[src/rtl/reg_serializer.sv]
// Captures a parallel word on a load handshake and shifts it out one bit per clock.
// Optional even-parity trailer bit enabled by defining REG_SERIALIZER_PARITY_EN.
module reg_serializer #(
   parameter int unsigned WIDTH     = 16,
   parameter bit          LSB_FIRST = 1'b1
) (
   input  logic             clk,
   input  logic             rst_n,
   input  logic [WIDTH-1:0] data_in,
   input  logic             load,
   output logic             ready,
   output logic             sout,
   output logic             sout_valid,
   output logic             done
);

   localparam int unsigned CW = $clog2(WIDTH);

`ifdef REG_SERIALIZER_PARITY_EN
   typedef enum logic [1:0] {IDLE, SHIFT, DONE, PARITY} state_t;
`else
   typedef enum logic [1:0] {IDLE, SHIFT, DONE} state_t;
`endif

   state_t           state_q, state_d;
   logic [WIDTH-1:0] sreg_q, sreg_d;
   logic [CW-1:0]    cnt_q, cnt_d;
`ifdef REG_SERIALIZER_PARITY_EN
   logic             par_q, par_d;
`endif

   always_ff @(posedge clk or negedge rst_n) begin
      if (!rst_n) begin
         state_q <= IDLE;
         sreg_q  <= '0;
         cnt_q   <= '0;
`ifdef REG_SERIALIZER_PARITY_EN
         par_q   <= 1'b0;
`endif
      end else begin
         state_q <= state_d;
         sreg_q  <= sreg_d;
         cnt_q   <= cnt_d;
`ifdef REG_SERIALIZER_PARITY_EN
         par_q   <= par_d;
`endif
      end
   end

   always_comb begin
      state_d    = state_q;
      sreg_d     = sreg_q;
      cnt_d      = cnt_q;
`ifdef REG_SERIALIZER_PARITY_EN
      par_d      = par_q;
`endif
      ready      = 1'b0;
      sout       = 1'b0;
      sout_valid = 1'b0;
      done       = 1'b0;
      case (state_q)
         IDLE: begin
            ready = 1'b1;
            if (load) begin
               sreg_d  = data_in;
               cnt_d   = '0;
`ifdef REG_SERIALIZER_PARITY_EN
               par_d   = ^data_in;
`endif
               state_d = SHIFT;
            end
         end
         SHIFT: begin
            sout_valid = 1'b1;
            sout       = LSB_FIRST ? sreg_q[0] : sreg_q[WIDTH-1];
            sreg_d     = LSB_FIRST ? {1'b0, sreg_q[WIDTH-1:1]} : {sreg_q[WIDTH-2:0], 1'b0};
            // Counter holds on the last bit so it cannot wrap when WIDTH is a power of two.
            if (cnt_q == CW'(WIDTH - 1)) begin
`ifdef REG_SERIALIZER_PARITY_EN
               state_d = PARITY;
`else
               state_d = DONE;
`endif
            end else begin
               cnt_d = cnt_q + CW'(1);
            end
         end
`ifdef REG_SERIALIZER_PARITY_EN
         PARITY: begin
            sout_valid = 1'b1;
            sout       = par_q;
            state_d    = DONE;
         end
`endif
         DONE: begin
            done    = 1'b1;
            state_d = IDLE;
         end
         default: state_d = IDLE;
      endcase
   end

endmodule

[config.mk]
export PLATFORM = sky130hd
export DESIGN_NAME = reg_serializer
export DESIGN_NICKNAME = d
export VERILOG_FILES = /design/src/rtl/reg_serializer.sv
export SDC_FILE = /design/constraint.sdc
export NUM_CORES = 1
export LEC_CHECK = 0
export ABC_CLOCK_PERIOD_IN_PS = 1900
export CORE_MARGIN = 5
export CORE_UTILIZATION = 53
export DETAILED_ROUTE_END_ITERATION = 16
export PLACE_DENSITY = 0.81
export SLEW_MARGIN = 5
export SYNTH_ARGS = -nofsm -noshare
export SYNTH_HDL_FRONTEND = slang
export SYNTH_SLANG_ARGS = --single-unit
[constraint.sdc]
create_clock -name clk -period 1.9 [get_ports clk]
set_input_delay 0.38 -clock clk [delete_from_list [all_inputs] [get_ports clk]]
set_output_delay 0.38 -clock clk [all_outputs]
set_load 0.05 [all_outputs]
**Run 1: a small window of the routed layout**

The bar under the picture is 10 microns long. Window x 15 to 40, y 4 to 29 microns. Cells in gray, sequential cells in the stronger gray; small squares are vias.
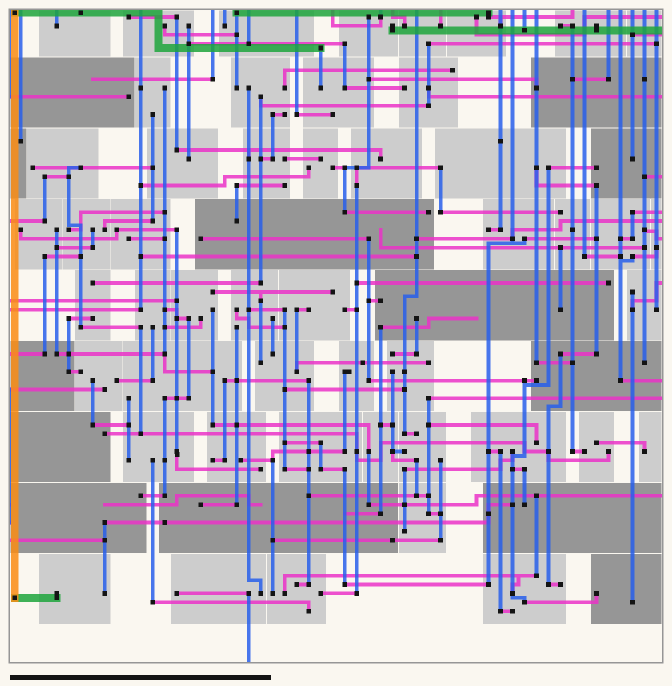
- blue: metal 2
- magenta: metal 1
- orange: metal 4
- green: metal 3
- cells with their middle in the window: 55
- most frequent: dfrtp_1 (8), buf_4 (5)
- sequential cells in the window: 8
- netlist names of flops here include: sreg_q (4), cnt_q (3)

**Run 1: selected gate families**

The bar under the picture is 20 microns long.
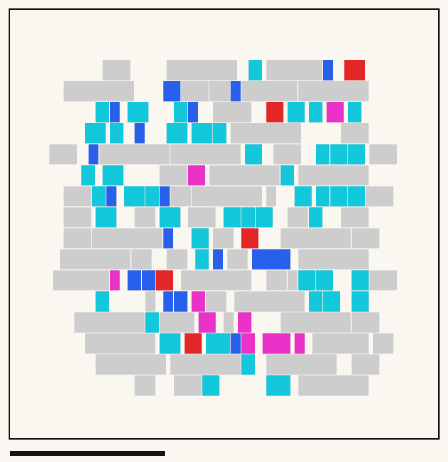
- red: AND and OR gates (cells 5)
- cyan: inverting AOI/OAI gates (cells 47)
- blue: NAND gates (cells 17)
- magenta: NOR gates (cells 9)

**Run 1: clock network drawn from the DEF**

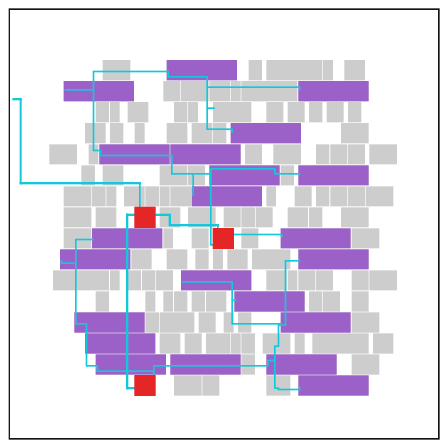
- cyan: clock wires (length 268 microns)
- red: clock drivers (count 3)
- purple: flip-flops (count 22)
- routed clock nets: 4

==> job_summary.md, run 1 <==
## Synthesis and layout report

| Metric | Value |
|---|---|
| Run status | complete, no violations |
| Met3 routed WL | 129 microns |
| Fin Setup TNS | 0 ns |
| RSZ-0062 raised after global routing | false |
| Syn Area/Cell | 9.58 sq um |
| Hold slack | 0.400 ns |
| Non-filler cells, final | 167 |
| Post-synth area hogs | dfrtp_1, o22ai_1, a22oi_1 |
| Vias in the first global route | 993 |
| Top delay family on crit path | flip-flops |
| Crit Path Category | reg2out |
| Post-synthesis sequential area ratio | 0.504 |
| Die width | 55.4 microns |
| Critical Path Stages | 4 |
| Post-CTS sizing | 0 |
| Worst slew pin tran | 0.468 ns |
| Yosys chip area | 1090 sq um |
| Post-Place Cells | 163 |
| Clock slew at reported path FFs | 0.12 ns |
| Leakage | 0.584 nW |
| Root buffer cell | clkbuf_4 |
| Post-synth top cells | dfrtp_1, o22ai_1, nand2_1 |
| I/O Buffers | 22 |
| Largest area contributor in the netlist | dfrtp_1 |
| Core ar. | 1960 sq um |
| Endpoints failing setup | 0 |
| Synthesis-stage register bit count | 22 |
| H-tree Lvls | 1 |
| Starting DRC count in detailed routing | 15 |
| YS warnings | 0 |
| Share of cells above drive strength 1 | 0.143 |
| Yosys Instances | 114 |
| GR Layer Usage met2 | 0.307 |
| Final Hold Fails | 0 |
| Avg Vias per Cell | 5.92 |
| Routability cong. | 0.760 |
| Hold Crit Class | in2async |
| Pre-antenna DRT Iters | 4 |
| Largest net degree at the start of global routing | 23 |
| Global-route wire length before repair | 4590 microns |
| Clock Skews | 0.00826 ns |
| Period minus WS final | 1.78 ns |
| Dominant flop cell | dfrtp_1 |
| Post-CTS setup buffers | 0 |
| WP data required | 1.52 ns |
| Row count | 16 |
| Area leader share | 0.504 |
| Crit Path Max Fanout | 7 |
| Post-route DRC | 0 |
| Stage-log warning count | 26 |
| Number of distinct library cells after synthesis | 29 |
| Worst path slowest cell | dfrtp_1 |
| Area growth syn-to-layout | 30.5% |
| Antenna Violating Nets Remaining | 0 |
| Count of library flops with an enable pin | 0 |
| Total gr overflow | 0 |
| Die area | 3070 sq um |
| Post-route clock period utilization | 0.937 |
| Slew Limit Fails | 0 |
| FP Util | 0.557 |
| IO Count | 23 |
| Hold-fix buffers, CTS | 0 |
| Final WL | 2640 microns |
| Sink Count | 22 |
| Power Density | 1450 nW/um^2 |
| Cell with the most instances after synthesis | dfrtp_1 |
| Crit end category | output port |
| Top cells excl fill/tap | dfrtp_1, clkdlybuf4s50_1, o22ai_1, nand2_1 |
| Layer with the highest usage | met2 |
| CP startpoint kind | flip-flop |
| Die H | 55.4 microns |
| Worst Path Buf+Inv | 2 |
| Met1 wire length | 1170 microns |
| Final worst setup slack | 0.120 ns |
| Syn_nets | 134 |
| FFs w/ async S/R, synth | 1.00 |
| Critical path cell sequence | nand2b_4 -> inv_1 -> and2_1 -> buf_12 |
| Pre-CTS setup slack | 0.195 ns |
| Reg2Reg Depth | 4 |
| Gr usage total | 0.186 |
| Initial antenna violation count | 0 |
| Commonest non-fill, non-tap cell in the layout | dfrtp_1 |
| Syn Inst Count | 114 |
| CTS buffer count | 3 |
| Top sig layer | met4 |
| Met1 Use GR | 0.227 |
[run 1: cells by family after synthesis]
group,Yosys count,share of synthesized area
buffers and inverters,12,0.0664
adders and majority gates,1,0.0115
AOI/OAI and AO/OA,48,0.268
DFF,22,0.504
and+or+nand+nor,31,0.150
[run 1: worst register-to-register path: stages, from the launching register on]
cell and delay (ns):
dfrtp_1 0.45, buf_4 0.21, nand2b_1 0.42, o22ai_1 0.18
a21oi_1 0.20
[run 1: final cells by class]
cell class / instances / area (sq um)
clock buffers: 4 / 36.3
well taps: 27 / 33.8
fillers: 168 / 537
repair buffers: 30 / 320
flip-flops and latches: 22 / 551
inverters: 4 / 15.0
multi-input cells: 80 / 469
[run 1: report_power, final]
part | leakage [nW] | internal (W) | total, W | switching (W)
Combinational | 0.295 | 0.000452 | 0.000933 | 0.000481
Clock | 0.0210 | 0.000117 | 0.000261 | 0.000144
Sequential | 0.268 | 0.000684 | 0.000872 | 0.000188
[run 1: registers in the layout (all words and copies together), names as in the netlist]
signal / cells
cnt_q: 4
sreg_q: 16
state_q: 2
[run 1: worst paths after layout]
kind                                 start    endpoint  slack [ns]
worst max-delay path            state_q[0]        sout        0.12
worst max register to register  state_q[1]  sreg_q[12]        0.36
worst min register to register   sreg_q[3]   sreg_q[3]        0.50
min in group clk                 sreg_q[3]   sreg_q[3]        0.50
worst min-delay path                 rst_n   sreg_q[0]        0.40
max in group asynchronous            rst_n   sreg_q[5]        1.27
[run 1: metrics by stage]
| stage | utilization | area (sq um) |
|---|---|---|
| after floorplan | - | 1090 |
| after global placement | 0.708 | 1390 |
| after detailed placement | 0.708 | 1390 |
| after CTS | 0.726 | 1430 |
| after global routing | 0.726 | 1430 |
| final | 0.726 | 1430 |
--- run 2 (diff from run 1) ---
--- a/config.mk
+++ b/config.mk
@@ -5,11 +5,12 @@
 export SDC_FILE = /design/constraint.sdc
 export NUM_CORES = 1
 export LEC_CHECK = 0
-export ABC_CLOCK_PERIOD_IN_PS = 1900
+export ABC_CLOCK_PERIOD_IN_PS = 2200
 export CORE_MARGIN = 5
-export CORE_UTILIZATION = 53
+export CORE_UTILIZATION = 30
 export DETAILED_ROUTE_END_ITERATION = 16
-export PLACE_DENSITY = 0.81
+export GPL_ROUTABILITY_DRIVEN = 0
+export PLACE_DENSITY = 0.5
 export SLEW_MARGIN = 5
 export SYNTH_ARGS = -nofsm -noshare
 export SYNTH_HDL_FRONTEND = slang
==> constraint.sdc (replaced) <==
create_clock -name clk -period 2.2 [get_ports clk]
set_input_delay 0.44 -clock clk [delete_from_list [all_inputs] [get_ports clk]]
set_output_delay 0.44 -clock clk [all_outputs]
set_load 0.05 [all_outputs]
**Run 2: clock network drawn from the DEF**

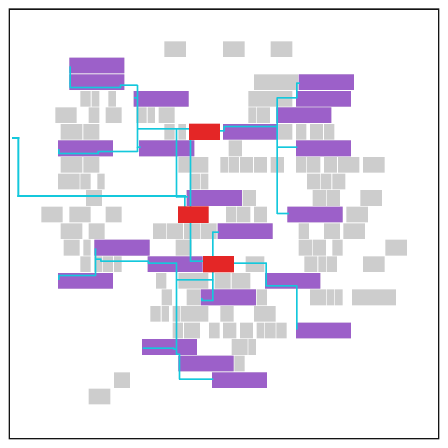
- purple: flip-flops (count 22)
- red: clock drivers (count 3)
- cyan: clock wires (length 275 microns)
- routed clock nets: 4

**Run 2: selected gate families**

The bar under the picture is 20 microns long.
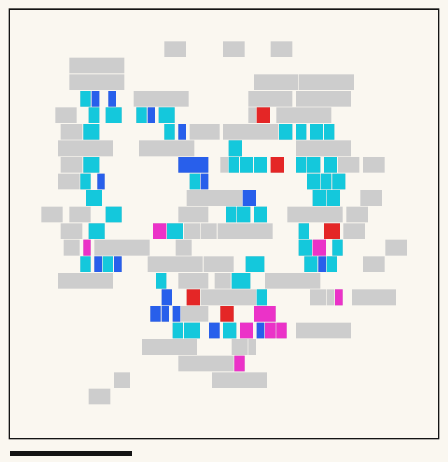
- magenta: NOR gates (cells 9)
- red: AND and OR gates (cells 5; where center)
- blue: NAND gates (cells 17)
- cyan: inverting AOI/OAI gates (cells 47)

**Run 2: cell outlines without signal wires**

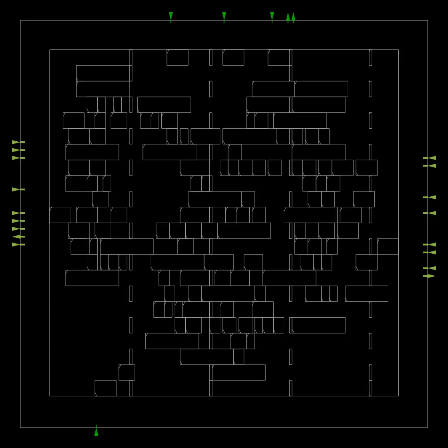
flop count: 22
row count: 22
filler cell count: 373
non-filler cells, final: 186
Finished Core Util: 0.400

==> run 2 against run 1 <==
Power is 13% lower; via count is 3.1% lower; utilization is 33 points lower; combinational power is 17% lower; sequential cell count stayed put; global-route usage is 7.4 points lower; synthesized cell count stayed put; worst hold slack better by 0.089 ns; area after synthesis stayed put; die size is 61% higher.
==> job_summary.md, run 2 <==
## Synthesis and layout report

| Metric | Value |
|---|---|
| Placed cell area | 1390 sq um (about the same) |
| Crit Path Category | reg2out |
| Largest net degree at the start of global routing | 23 (unchanged) |
| RSZ-0062 raised after global routing | false |
| Min-delay src | sreg_q[2] |
| Crit Path Max Fanout | 12 (+5) |
| WP data required | 1.76 ns (+0.24 ns) |
| Number of distinct library cells after synthesis | 29 (unchanged) |
| Count of library flops with an enable pin | 0 (unchanged) |
| Area leader share | 0.504 (unchanged) |
| FFs w/ async S/R, synth | 1.00 (unchanged) |
| IO Count | 23 (unchanged) |
| CP startpoint kind | flip-flop |
| Die H | 70.3 microns (+27%) |
| Die area | 4950 sq um (+61%) |
| H-tree Lvls | 1 (unchanged) |
| Yosys chip area | 1090 sq um (unchanged) |
| Sequential cell power | 0.000747 W (-14%) |
| Worst slew pin tran | 0.787 ns (+0.318 ns) |
| Post-synth top cells | dfrtp_1, o22ai_1, nand2_1 |
| Comb pwr share | 0.428 (-0.023) |
| Hold slack | 0.490 ns (+0.0893 ns) |
| Final WL | 2600 microns (-1.5%) |
| Biggest regs | sreg_q x16, cnt_q x4, state_q x2 |
| Power Density | 1250 nW/um^2 (-14%) |
| Synthesis-stage register bit count | 22 (unchanged) |
| Pre-antenna DRT Iters | 4 (unchanged) |
| Post-CTS sizing | 0 (unchanged) |
| Comb. pwr | 0.000772 W (-17%) |
| Critical path cell sequence | nand2b_4 -> inv_1 -> and2_1 -> buf_12 |
| Sw Ratio | 0.383 (-0.0109) |
| Fin Setup TNS | 0 ns (unchanged) |
| Post-synth area hogs | dfrtp_1, o22ai_1, a22oi_1 |
| Dominant flop cell | dfrtp_1 |
| Stage-log warning count | 26 (unchanged) |
| Run status | complete, no violations |
| Register area | 551 sq um (unchanged) |
| Top delay family on crit path | flip-flops |
| Initial antenna violation count | 0 (unchanged) |
| Clock Skews | 0.00177 ns (-0.00649 ns) |
| Post-route clock period utilization | 0.838 |
| Worst r2r src | state_q[0] |
| Vias in the first global route | 971 (-2.2%) |
| Yosys Instances | 114 (unchanged) |
| Share of cells above drive strength 1 | 0.130 (-0.0124) |
| Setup crit start | state_q[1] |
run 2: cell counts after synthesis:
Identical to the previous run, type by type.
run 2: worst paths after layout:
| kind | end | slack (ns) | cells after the start |
|---|---|---|---|
| setup / recovery | sout | 0.36 | 4 |
| setup reg to reg | sreg_q[3] | 0.65 | 4 |
| hold / removal | sreg_q[2] | 0.49 | 2 |
| max in group asynchronous | state_q[1] | 1.44 | 2 |
| hold reg to reg | sreg_q[2] | 0.49 | 2 |
| min in group asynchronous | cnt_q[1] | 0.53 | 2 |
run 2: logic make-up (layout without fill, tap and decap cells):
group                    Yosys count  after routing  share of synthesized area
AND-OR/OR-AND                     48             48                      0.268
flip-flops                        22             22                      0.504
buffers and inverters             12             36                     0.0664
AND/OR/NAND/NOR                   31             31                      0.150
adder cells (fa/ha/maj)            1              1                     0.0115
run 2: per-layer routing:
| metal | share of wire | global-route usage |
|---|---|---|
| met2 | 0.47 | 0.182 |
| met1 | 0.47 | 0.143 |
| met3 | 0.054 | 0.0302 |
| met5 | 0 | 0 |
| met4 | 0.0035 | 0.0319 |
run 2: area by class of cell:
| type | count | area share |
|---|---|---|
| Inverter | 4 | 0.0104 |
| Multi-Input combinational cell | 80 | 0.325 |
| Tap cell | 48 | 0.0416 |
| Clock buffer | 4 | 0.0382 |
| Sequential cell | 22 | 0.382 |
| Timing Repair Buffer | 28 | 0.203 |
run 2: worst reg2reg max path: stages (launching register included):
cell and delay, ns:
dfrtp_1 0.43, buf_4 0.19, o21bai_1 0.64, nand2_1 0.11, o21ai_0 0.10
run 2: metrics by stage:
step	worst slack [ns]	cells	total power (W)
global route	0.271	186	0.00195
detailed placement	0.359	182	0.00153
finish	0.357	186	0.00181
CTS	0.339	186	0.00182
global placement	0.385	182	0.00152
floorplan	0.245	114	0.00128
--- run 3 (diff from run 2) ---
--- a/config.mk
+++ b/config.mk
@@ -5,12 +5,12 @@
 export SDC_FILE = /design/constraint.sdc
 export NUM_CORES = 1
 export LEC_CHECK = 0
-export ABC_CLOCK_PERIOD_IN_PS = 2200
+export ABC_CLOCK_PERIOD_IN_PS = 1650
 export CORE_MARGIN = 5
 export CORE_UTILIZATION = 30
 export DETAILED_ROUTE_END_ITERATION = 16
 export GPL_ROUTABILITY_DRIVEN = 0
-export PLACE_DENSITY = 0.5
+export PLACE_DENSITY = 0.52
 export SLEW_MARGIN = 5
 export SYNTH_ARGS = -nofsm -noshare
 export SYNTH_HDL_FRONTEND = slang
==> constraint.sdc (replaced) <==
create_clock -name clk -period 1.65 [get_ports clk]
set_input_delay 0.33 -clock clk [delete_from_list [all_inputs] [get_ports clk]]
set_output_delay 0.33 -clock clk [all_outputs]
set_load 0.05 [all_outputs]
**Run 3: cell outlines without signal wires**

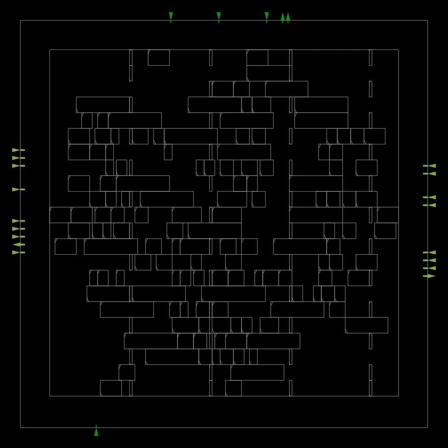
Finished Core Util: 0.423
fraction of area in registers: 0.361
filler cell count: 365
Core ar.: 3610 sq um

**Run 3: selected gate families**

The bar under the picture is 20 microns long.
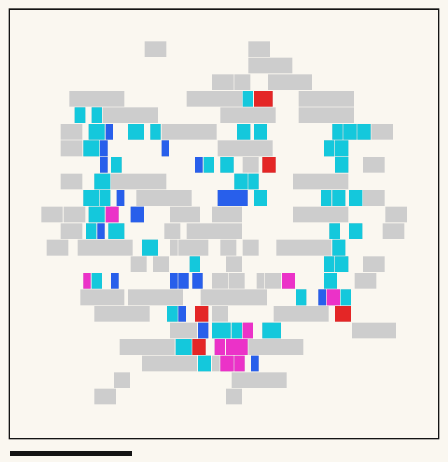
- blue: NAND gates (cells 17)
- cyan: inverting AOI/OAI gates (cells 47)
- magenta: NOR gates (cells 9)
- red: AND and OR gates (cells 5)

**Run 3: a small window of the routed layout**

The bar under the picture is 10 microns long. Window x 23 to 48, y 9 to 34 microns. Cells in gray, sequential cells in the stronger gray; small squares are vias.
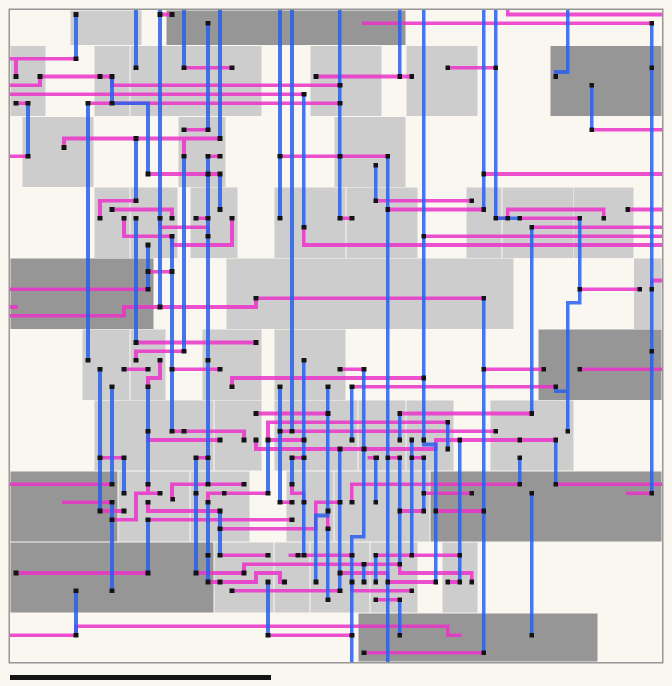
- magenta: metal 1
- blue: metal 2
- cells with their middle in the window: 42
- sequential cells in the window: 5
- most frequent: buf_4 (7), dfrtp_1 (5)
- netlist names of flops here include: cnt_q (3)

==> run 3 against run 2 <==
Count of clock-buffer cells in the layout down 1; power up 45%; final cell count up 3.2%; largest power group unchanged; via count down 0.84%; sequential power up 33%; setup slack worse by 0.27 ns; die size unchanged; critical path depth unchanged; routed wire length up 0.69%.
==> job_summary.md, run 3 <==
## Synthesis and layout report

| Metric | Value |
|---|---|
| Post-Place Cells | 186 (+2.2%) |
| Non-filler cells, final | 192 (+3.2%) |
| Flop count | 22 (unchanged) |
| Endpoints failing setup | 0 |
| Yosys chip area | 1090 sq um (unchanged) |
| Reg2Reg Depth | 4 (unchanged) |
| Biggest regs | sreg_q x16, cnt_q x4, state_q x2 |
| CP arrival | 1.24 ns |
| Post-synth top cells | dfrtp_1, o22ai_1, nand2_1 |
| Run status | complete, no violations |
| Vias in the first global route | 1019 (+4.9%) |
| Comb_multi_in | 80 (unchanged) |
| Dominant flop cell | dfrtp_1 |
| Critical Path Stages | 4 (unchanged) |
| FFs w/ async S/R, synth | 1.00 (unchanged) |
| Register area | 551 sq um (unchanged) |
| Count of library flops with an enable pin | 0 (unchanged) |
| Top delay family on crit path | flip-flops |
| Row count | 22 (unchanged) |
| WP data required | 1.32 ns (-0.44 ns) |
| Largest Register | sreg_q |
| Clock Skews | 0.00479 ns (+0.00302 ns) |
| Area leader share | 0.504 (unchanged) |
| Power Density | 1720 nW/um^2 (+37%) |
| Met1 wire length | 1240 microns (+1.1%) |
| Number of distinct library cells after synthesis | 29 (unchanged) |
| Comb area share | 0.311 (-0.0143) |
| Fin Setup TNS | 0 ns (unchanged) |
| Met2 wire len | 1230 microns (+0.49%) |
| Yosys Instances | 114 (unchanged) |
| Top sig layer | met4 |
| Worst Path Buf+Inv | 2 |
| Root buffer cell | clkbuf_8 |
| Share of cells above drive strength 1 | 0.188 (+0.0571) |
| IO Count | 23 (unchanged) |
| Die H | 70.3 microns (unchanged) |
| CTS buffer count | 3 |
| Well Taps | 48 (unchanged) |
| Placed cell area | 1440 sq um (+3.4%) |
| Final WL | 2620 microns (+0.69%) |
| Max FFs per register | 16 |
| Layout clock buffers | 3 (-1) |
| Top class by area | sequential cells |
| CP startpoint kind | flip-flop |
| Final Hold Fails | 0 |
| Crit Path Category | reg2out |
| Critical path cell sequence | nand2b_4 -> clkinvlp_4 -> and2_4 -> buf_12 |
| Routed via count | 949 |
| Pre-antenna DRT Iters | 4 (unchanged) |
| Post-route DRC | 0 |
| Maximum VDD drop | 0.550 mV |
| Leakage | 0.620 nW |
| Non-CTS inverters | 4 (unchanged) |
| H-tree Lvls | 1 (unchanged) |
| Worst slew pin tran | 0.468 ns (-0.319 ns) |
| Post-route clock period utilization | 0.950 |
| Clock buffer depth | 2 |
| Met3 routed WL | 137 microns (-1.4%) |
| Signal buffers | 34 (+21%) |
| Crit Path Max Fanout | 4 (-8) |
| ClkCell Share | 0.0468 (+0.00860) |
| Clock share of power | 0.188 |
| Synthesis-stage register bit count | 22 (unchanged) |
| Die area | 4950 sq um (unchanged) |
| Total gr overflow | 0 |
| Hold slack | 0.417 ns (-0.0729 ns) |
| Post-synth area hogs | dfrtp_1, o22ai_1, a22oi_1 |
| Comb pwr share | 0.434 (+0.006) |
| Non-clock buffering overhead | 0.230 (+0.0267) |
| Sw Ratio | 0.361 (-0.0218) |
| Crit end category | output port |
| Post-synthesis sequential area ratio | 0.504 |
| Stage-log warning count | 27 (+3.8%) |
| RSZ-0062 raised after global routing | false |
| CTS tree | built |
| Initial antenna violation count | 0 (unchanged) |
| Largest net degree at the start of global routing | 23 (unchanged) |
[run 3: cell types whose count changed in the layout (fill, tap and decap cells not counted), sizes merged]
cell / change
buf: +6
clkinvlp: +1
inv: -1
clkbuf: -1
bufinv: +1
[run 3: what timing repair did]
item	CTS	global route
buffers inserted	2	0
hold buffers	0	0
endpoints found under the setup margin	1	2
pin swaps	0	1
resized	0	2
[run 3: cells by family after synthesis]
logic type,after synthesis,share of synthesized area
flops,22,0.504
fa+ha+maj,1,0.0115
compound gates,48,0.268
simple gates,31,0.150
buf+inv,12,0.0664
[run 3: worst paths after layout]
path | startpoint | to | slack (ns)
max | state_q[1] | sout | 0.08
min | rst_n | sreg_q[14] | 0.42
max reg2reg | state_q[1] | sreg_q[8] | 0.20
min reg2reg | sreg_q[2] | sreg_q[2] | 0.49
max in group asynchronous | rst_n | sreg_q[6] | 1.01
min in group clk | sreg_q[2] | sreg_q[2] | 0.49
[run 3: power by group through the flow]
stage                     Sequential, W  Combinational [W]  Clock [W]
after floorplan                0.000941           0.000774          0
after detailed placement       0.000998            0.00112          0
after global placement         0.000992            0.00110          0
after global routing            0.00103            0.00127   0.000535
final                          0.000993            0.00114   0.000493
after CTS                      0.000988            0.00114   0.000510
[run 3: stage by stage]
| stage | power [W] | util | setup WS (ns) |
|---|---|---|---|
| final | 0.00262 | 0.423 | 0.0833 |
| after global routing | 0.00283 | 0.423 | 0.0173 |
| after CTS | 0.00264 | 0.422 | 0.00745 |
| after detailed placement | 0.00212 | 0.398 | -0.00713 |
| after global placement | 0.00209 | 0.398 | 0.0315 |
| after floorplan | 0.00172 | - | -0.00343 |
[run 3: routing by layer]
metal / vias up / global-route usage
li1: 481 / -
met1: 449 / 0.153
met2: 17 / 0.193
met3: 2 / 0.0360
met4: 0 / 0.0191
met5: - / 0
Power is estimated from default activity; no workload was simulated.
